==> config.mk <==
export PLATFORM = sky130hd
export DESIGN_NAME = store_unit_flat
export DESIGN_NICKNAME = d
export VERILOG_FILES = /design/src/rtl/store_pkg.sv /design/src/rtl/store_unit_if.sv /design/src/rtl/store_align.sv /design/src/rtl/store_unit.sv /design/src/flat_wrapper.sv
export SDC_FILE = /design/constraint.sdc
export NUM_CORES = 1
export LEC_CHECK = 0
export CAP_MARGIN = 20
export CORE_ASPECT_RATIO = 0.9
export CORE_UTILIZATION = 39
export CTS_CLUSTER_DIAMETER = 60
export DETAILED_ROUTE_END_ITERATION = 7
export GPL_ROUTABILITY_DRIVEN = 0
export PLACE_DENSITY = 0.66
export SLEW_MARGIN = 30
export SYNTH_ARGS = -nofsm -noshare
export SYNTH_HDL_FRONTEND = slang
export SYNTH_SLANG_ARGS = --single-unit
==> constraint.sdc <==
create_clock -name clk -period 4.42 [get_ports clk]
set_input_delay 1.105 -clock clk [delete_from_list [all_inputs] [get_ports clk]]
set_output_delay 1.105 -clock clk [all_outputs]
set_load 0.02 [all_outputs]
==> src/rtl/store_pkg.sv <==
// Shared store-path definitions: funct3 store encodings, FSM states and a
// helper that maps a store encoding to its byte count.
package store_pkg;

    localparam logic [2:0] SEL_SB = 3'b000;
    localparam logic [2:0] SEL_SH = 3'b001;
    localparam logic [2:0] SEL_SW = 3'b010;

    typedef enum logic [1:0] {
        IDLE = 2'd0,
        WR0  = 2'd1,
        WR1  = 2'd2
    } state_t;

    // Returns 0 for an unsupported encoding so callers can treat it as invalid.
    function automatic logic [2:0] sel_bytes(input logic [2:0] sel);
        case (sel)
            SEL_SB:  return 3'd1;
            SEL_SH:  return 3'd2;
            SEL_SW:  return 3'd4;
            default: return 3'd0;
        endcase
    endfunction

endpackage

==> src/rtl/store_unit_if.sv <==
// Core-side store request and word-addressed memory write port of store_unit.
// STORE_MISALIGN_TRAP_EN adds the st_misalign pulse.
interface store_unit_if #(
    parameter int ADDR_W = 32,
    parameter int DATA_W = 32
);
    logic              st_valid;
    logic              st_ready;
    logic [ADDR_W-1:0] st_addr;
    logic [DATA_W-1:0] st_data;
    logic [2:0]        store_sel;
    logic              st_done;
    logic              st_err;
`ifdef STORE_MISALIGN_TRAP_EN
    logic              st_misalign;
`endif

    logic              mem_req;
    logic              mem_gnt;
    logic [ADDR_W-1:0] mem_addr;
    logic [DATA_W-1:0] mem_wdata;
    logic [3:0]        mem_be;

    modport slave (
        input  st_valid, st_addr, st_data, store_sel, mem_gnt,
`ifdef STORE_MISALIGN_TRAP_EN
        output st_misalign,
`endif
        output st_ready, st_done, st_err, mem_req, mem_addr, mem_wdata, mem_be
    );

    modport master (
        output st_valid, st_addr, st_data, store_sel, mem_gnt,
`ifdef STORE_MISALIGN_TRAP_EN
        input  st_misalign,
`endif
        input  st_ready, st_done, st_err, mem_req, mem_addr, mem_wdata, mem_be
    );

endinterface

==> src/rtl/store_align.sv <==
// Combinational lane alignment: places the low 1/2/4 store bytes at the byte
// offset and splits the result into two word beats with their byte enables.
module store_align
    import store_pkg::*;
(
    input  logic [31:0] i_st_data,
    input  logic [1:0]  i_off,
    input  logic [2:0]  i_sel,
    output logic [3:0]  o_be0,
    output logic [3:0]  o_be1,
    output logic [31:0] o_wdata0,
    output logic [31:0] o_wdata1,
    output logic        o_split
);

    logic [3:0]  w_nmask;
    logic [31:0] w_data;
    logic [7:0]  w_mask8;
    logic [63:0] w_data64;

    always_comb begin
        // NOTE: every signal gets a value before the case so no path leaves it unassigned (no latch).
        w_nmask = 4'b0000;
        case (sel_bytes(i_sel))
            3'd1:    w_nmask = 4'b0001;
            3'd2:    w_nmask = 4'b0011;
            3'd4:    w_nmask = 4'b1111;
            default: w_nmask = 4'b0000;
        endcase
        w_data   = i_st_data & {{8{w_nmask[3]}}, {8{w_nmask[2]}},
                                {8{w_nmask[1]}}, {8{w_nmask[0]}}};
        w_mask8  = {4'b0000, w_nmask} << i_off;
        w_data64 = {32'd0, w_data} << {i_off, 3'b000};
    end

    assign o_be0    = w_mask8[3:0];
    assign o_be1    = w_mask8[7:4];
    assign o_wdata0 = w_data64[31:0];
    assign o_wdata1 = w_data64[63:32];
    assign o_split  = |w_mask8[7:4];

endmodule

==> src/rtl/store_unit.sv <==
// Store unit: accepts SB/SH/SW, aligns data to byte lanes and writes one or two
// words over a req/gnt port. STORE_MISALIGN_TRAP_EN traps misaligned stores instead.
module store_unit
    import store_pkg::*;
#(
    parameter int ADDR_W = 32,
    parameter int DATA_W = 32
) (
    input  logic          clk,
    input  logic          rst,
    store_unit_if.slave   bus
);

    state_t              r_state;
    logic                r_req;
    logic [ADDR_W-1:0]   r_addr;
    logic [DATA_W-1:0]   r_wdata;
    logic [3:0]          r_be;
    logic [DATA_W-1:0]   r_wdata1;
    logic [3:0]          r_be1;
    logic                r_split;
    logic                r_done;
    logic                r_err;
`ifdef STORE_MISALIGN_TRAP_EN
    logic                r_misalign;
    logic                w_misalign;
`endif

    logic [2:0]  w_n;
    logic        w_sel_ok;
    logic [3:0]  w_be0, w_be1;
    logic [31:0] w_wdata0, w_wdata1;
    logic        w_split;

    store_align u_align (
        .i_st_data (bus.st_data),
        .i_off     (bus.st_addr[1:0]),
        .i_sel     (bus.store_sel),
        .o_be0     (w_be0),
        .o_be1     (w_be1),
        .o_wdata0  (w_wdata0),
        .o_wdata1  (w_wdata1),
        .o_split   (w_split)
    );

    assign w_n      = sel_bytes(bus.store_sel);
    assign w_sel_ok = (w_n != 3'd0);
`ifdef STORE_MISALIGN_TRAP_EN
    // Misaligned: crosses a word, or offset is not a multiple of the size.
    assign w_misalign = w_split | (|(bus.st_addr[1:0] & 2'(w_n - 3'd1)));
`endif

    // NOTE: sequential state uses non-blocking assignments so every register samples pre-edge values.
    always_ff @(posedge clk or posedge rst) begin
        if (rst) begin
            r_state    <= IDLE;
            r_req      <= 1'b0;
            r_addr     <= '0;
            r_wdata    <= '0;
            r_be       <= 4'b0000;
            r_wdata1   <= '0;
            r_be1      <= 4'b0000;
            r_split    <= 1'b0;
            r_done     <= 1'b0;
            r_err      <= 1'b0;
`ifdef STORE_MISALIGN_TRAP_EN
            r_misalign <= 1'b0;
`endif
        end else begin
            r_done     <= 1'b0;
            r_err      <= 1'b0;
`ifdef STORE_MISALIGN_TRAP_EN
            r_misalign <= 1'b0;
`endif
            case (r_state)
                IDLE: begin
                    if (bus.st_valid) begin
                        if (!w_sel_ok) begin
                            r_err <= 1'b1;
`ifdef STORE_MISALIGN_TRAP_EN
                        end else if (w_misalign) begin
                            r_misalign <= 1'b1;
`endif
                        end else begin
                            r_state  <= WR0;
                            r_req    <= 1'b1;
                            r_addr   <= {bus.st_addr[ADDR_W-1:2], 2'b00};
                            r_be     <= w_be0;
                            r_wdata  <= w_wdata0;
                            r_be1    <= w_be1;
                            r_wdata1 <= w_wdata1;
                            r_split  <= w_split;
                        end
                    end
                end
                WR0: begin
                    if (bus.mem_gnt) begin
                        if (r_split) begin
                            r_state <= WR1;
                            r_addr  <= r_addr + ADDR_W'(4);
                            r_be    <= r_be1;
                            r_wdata <= r_wdata1;
                        end else begin
                            r_state <= IDLE;
                            r_req   <= 1'b0;
                            r_be    <= 4'b0000;
                            r_done  <= 1'b1;
                        end
                    end
                end
                WR1: begin
                    if (bus.mem_gnt) begin
                        r_state <= IDLE;
                        r_req   <= 1'b0;
                        r_be    <= 4'b0000;
                        r_done  <= 1'b1;
                    end
                end
                default: begin
                    r_state <= IDLE;
                    r_req   <= 1'b0;
                end
            endcase
        end
    end

    assign bus.st_ready  = (r_state == IDLE);
    assign bus.st_done   = r_done;
    assign bus.st_err    = r_err;
    assign bus.mem_req   = r_req;
    assign bus.mem_addr  = r_addr;
    assign bus.mem_wdata = r_wdata;
    assign bus.mem_be    = r_be;
`ifdef STORE_MISALIGN_TRAP_EN
    assign bus.st_misalign = r_misalign;
`endif

endmodule
==> src/flat_wrapper.sv <==
// flat-port wrapper written by rule: the top's interface ports become plain ports
module store_unit_flat import store_pkg::*;
#(
    parameter int ADDR_W = 32,
    parameter int DATA_W = 32
)
  (clk, rst, bus_st_valid, bus_st_addr, bus_st_data, bus_store_sel, bus_mem_gnt, bus_st_ready, bus_st_done, bus_st_err, bus_mem_req, bus_mem_addr, bus_mem_wdata, bus_mem_be);
  store_unit_if #(.ADDR_W(ADDR_W), .DATA_W(DATA_W)) bus_i ();
  input  logic clk;
  input  logic rst;
  input wire logic [$bits(bus_i.st_valid)-1:0] bus_st_valid;
  input wire logic [$bits(bus_i.st_addr)-1:0] bus_st_addr;
  input wire logic [$bits(bus_i.st_data)-1:0] bus_st_data;
  input wire logic [$bits(bus_i.store_sel)-1:0] bus_store_sel;
  input wire logic [$bits(bus_i.mem_gnt)-1:0] bus_mem_gnt;
  output wire logic [$bits(bus_i.st_ready)-1:0] bus_st_ready;
  output wire logic [$bits(bus_i.st_done)-1:0] bus_st_done;
  output wire logic [$bits(bus_i.st_err)-1:0] bus_st_err;
  output wire logic [$bits(bus_i.mem_req)-1:0] bus_mem_req;
  output wire logic [$bits(bus_i.mem_addr)-1:0] bus_mem_addr;
  output wire logic [$bits(bus_i.mem_wdata)-1:0] bus_mem_wdata;
  output wire logic [$bits(bus_i.mem_be)-1:0] bus_mem_be;
  assign bus_i.st_valid = bus_st_valid;
  assign bus_i.st_addr = bus_st_addr;
  assign bus_i.st_data = bus_st_data;
  assign bus_i.store_sel = bus_store_sel;
  assign bus_i.mem_gnt = bus_mem_gnt;
  assign bus_st_ready = bus_i.st_ready;
  assign bus_st_done = bus_i.st_done;
  assign bus_st_err = bus_i.st_err;
  assign bus_mem_req = bus_i.mem_req;
  assign bus_mem_addr = bus_i.mem_addr;
  assign bus_mem_wdata = bus_i.mem_wdata;
  assign bus_mem_be = bus_i.mem_be;
  store_unit #(.ADDR_W(ADDR_W), .DATA_W(DATA_W)) u_core (.clk(clk), .rst(rst), .bus(bus_i));
endmodule
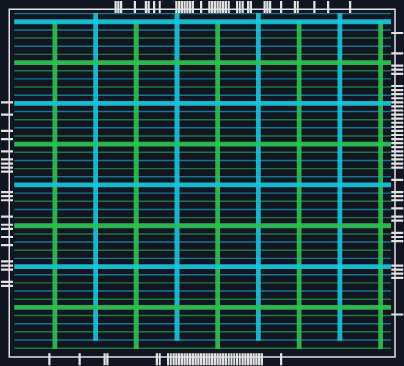
(supply network)
Scale: 3 px per um. Pins as bars on the die edge.
VSS: drawn in green. VDD: drawn in cyan.
143 signal pins sit on the boundary. 9 straps on met4. The core has 41 rows.
Die Wd: 128 um
core box area: 14000 um^2

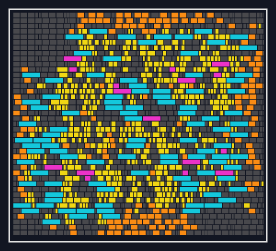
(placed cells, one colour a class)
Scale: 2 px per um. Fill, decap, tap and diode cells in grey.
all other logic: drawn in yellow, cells 501. clock drivers and dummy loads: drawn in magenta, cells 16. other buffers and delay cells: drawn in orange, cells 158. flip-flops: drawn in cyan, cells 99.
Final Core Density: 53.2%
Finished Cell Area: 7450 um^2

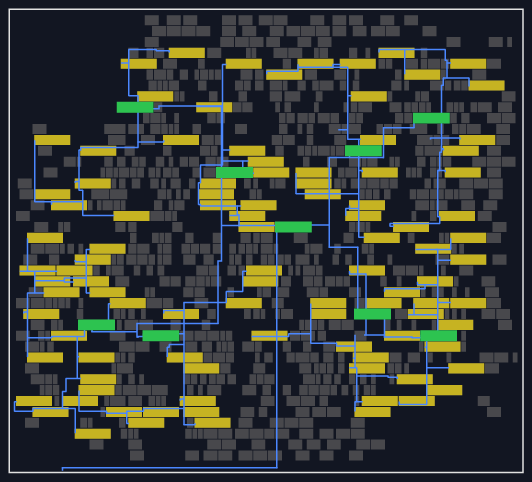
(clock distribution)
Scale: 4 px per um.
flip-flops: drawn in yellow, count 99. clock wires: drawn in blue, length 1240 um. cells driving clock nets: drawn in green, count 9.
Position of the flops: widely spread. There are 10 routed clock nets.
Clock Skew: 0.00737 ns
Late-Pin Clk Latency: 0.35 ns
Clk pwr share: 15.4%
Clock net power: 0.779 mW

[Yosys cell counts, types with 3 or more instances]
master and number:
a21boi_0 3, a21o_1 5, a21oi_1 44, a221oi_1 11, a22o_1 8, a22oi_1 9, a2bb2oi_1 8, a31oi_1 18
a32oi_1 8, and2_1 9, and3_1 7, buf_1 7, buf_2 7, clkbuf_1 35, dfrtp_1 99, ha_1 5
inv_1 14, mux2i_1 10, nand2_1 80, nand2b_1 7, nand3_1 23, nand4_1 11, nor2_1 53, nor2b_1 3
nor3_1 11, nor3b_1 4, nor4_1 8, o21a_1 3, o21ai_0 72, o22a_1 5, o22ai_1 10, o32a_1 6
o41a_1 6, or2_2 5, or3_1 3
[worst paths after layout]
check                                         start                  endpoint  depth (start not counted)
setup / recovery                   bus_store_sel[1]   u_core.bus.mem_wdata[2]                          7
hold / removal             u_core.bus.mem_wdata[29]  u_core.bus.mem_wdata[29]                          2
setup reg to reg                  u_core.r_state[1]      u_core.bus.mem_be[3]                          7
hold reg to reg            u_core.bus.mem_wdata[29]  u_core.bus.mem_wdata[29]                          2
max in group asynchronous                       rst   u_core.bus.mem_addr[19]                          3
min in group asynchronous                       rst        u_core.r_wdata1[5]                          2
[layout make-up]
cell class,instances,area (um^2)
Inverter,14,57.6
Timing Repair Buffer,158,1540
Multi-Input combinational cell,487,2850
Clock buffer,9,225
Tap cell,193,241
Sequential cell,99,2480
Clock inverter,7,66.3
Fill cell,1282,6550
[power groups by stage]
stage	registers, mW	logic (mW)	clock network, mW
finish	1.60	2.70	0.779
global route	1.65	2.94	0.828
CTS	1.59	2.69	0.797
detailed placement	1.61	2.68	0
global placement	1.59	2.63	0
floorplan	1.87	1.35	0
==> results.yml <==
# physical design summary
status:
  outcome: "finished, final reports clean"
placed_design:
  pre_cts_slack_ns: 0.956
  dpl-instance-area_um2: 7160
clocking:
  cts_root_buf: "clkbuf_16"
  clkSinkCount: 99
  post_cts_buffers: 0
setup_path:
  slowest_stage: "nor4_1"
  path_buffers: 2
synth:
  avgSynthCellArea_um2: 8.58
  yosys_most_used_dff: "dfrtp_1"
  top_cell_area_share_pct: 44.4
  yosysTopAreaCell: "dfrtp_1"
timing:
  setup_violations: 0
  max_freq_mhz: 320
  finalHoldViolCount: 0
  period_used_pct: 70.7
drt:
  drt_iter0_drc: 585
global_route:
  use_met3_pct: 5.12
  use_met2_pct: 36.6
  antenna_found_initial: 0
power_and_ir_drop:
  total_power_mw: 5.07
job:
  maxCapViolCount: 0
No activity file was given, so power comes from the tool's default toggle rates.
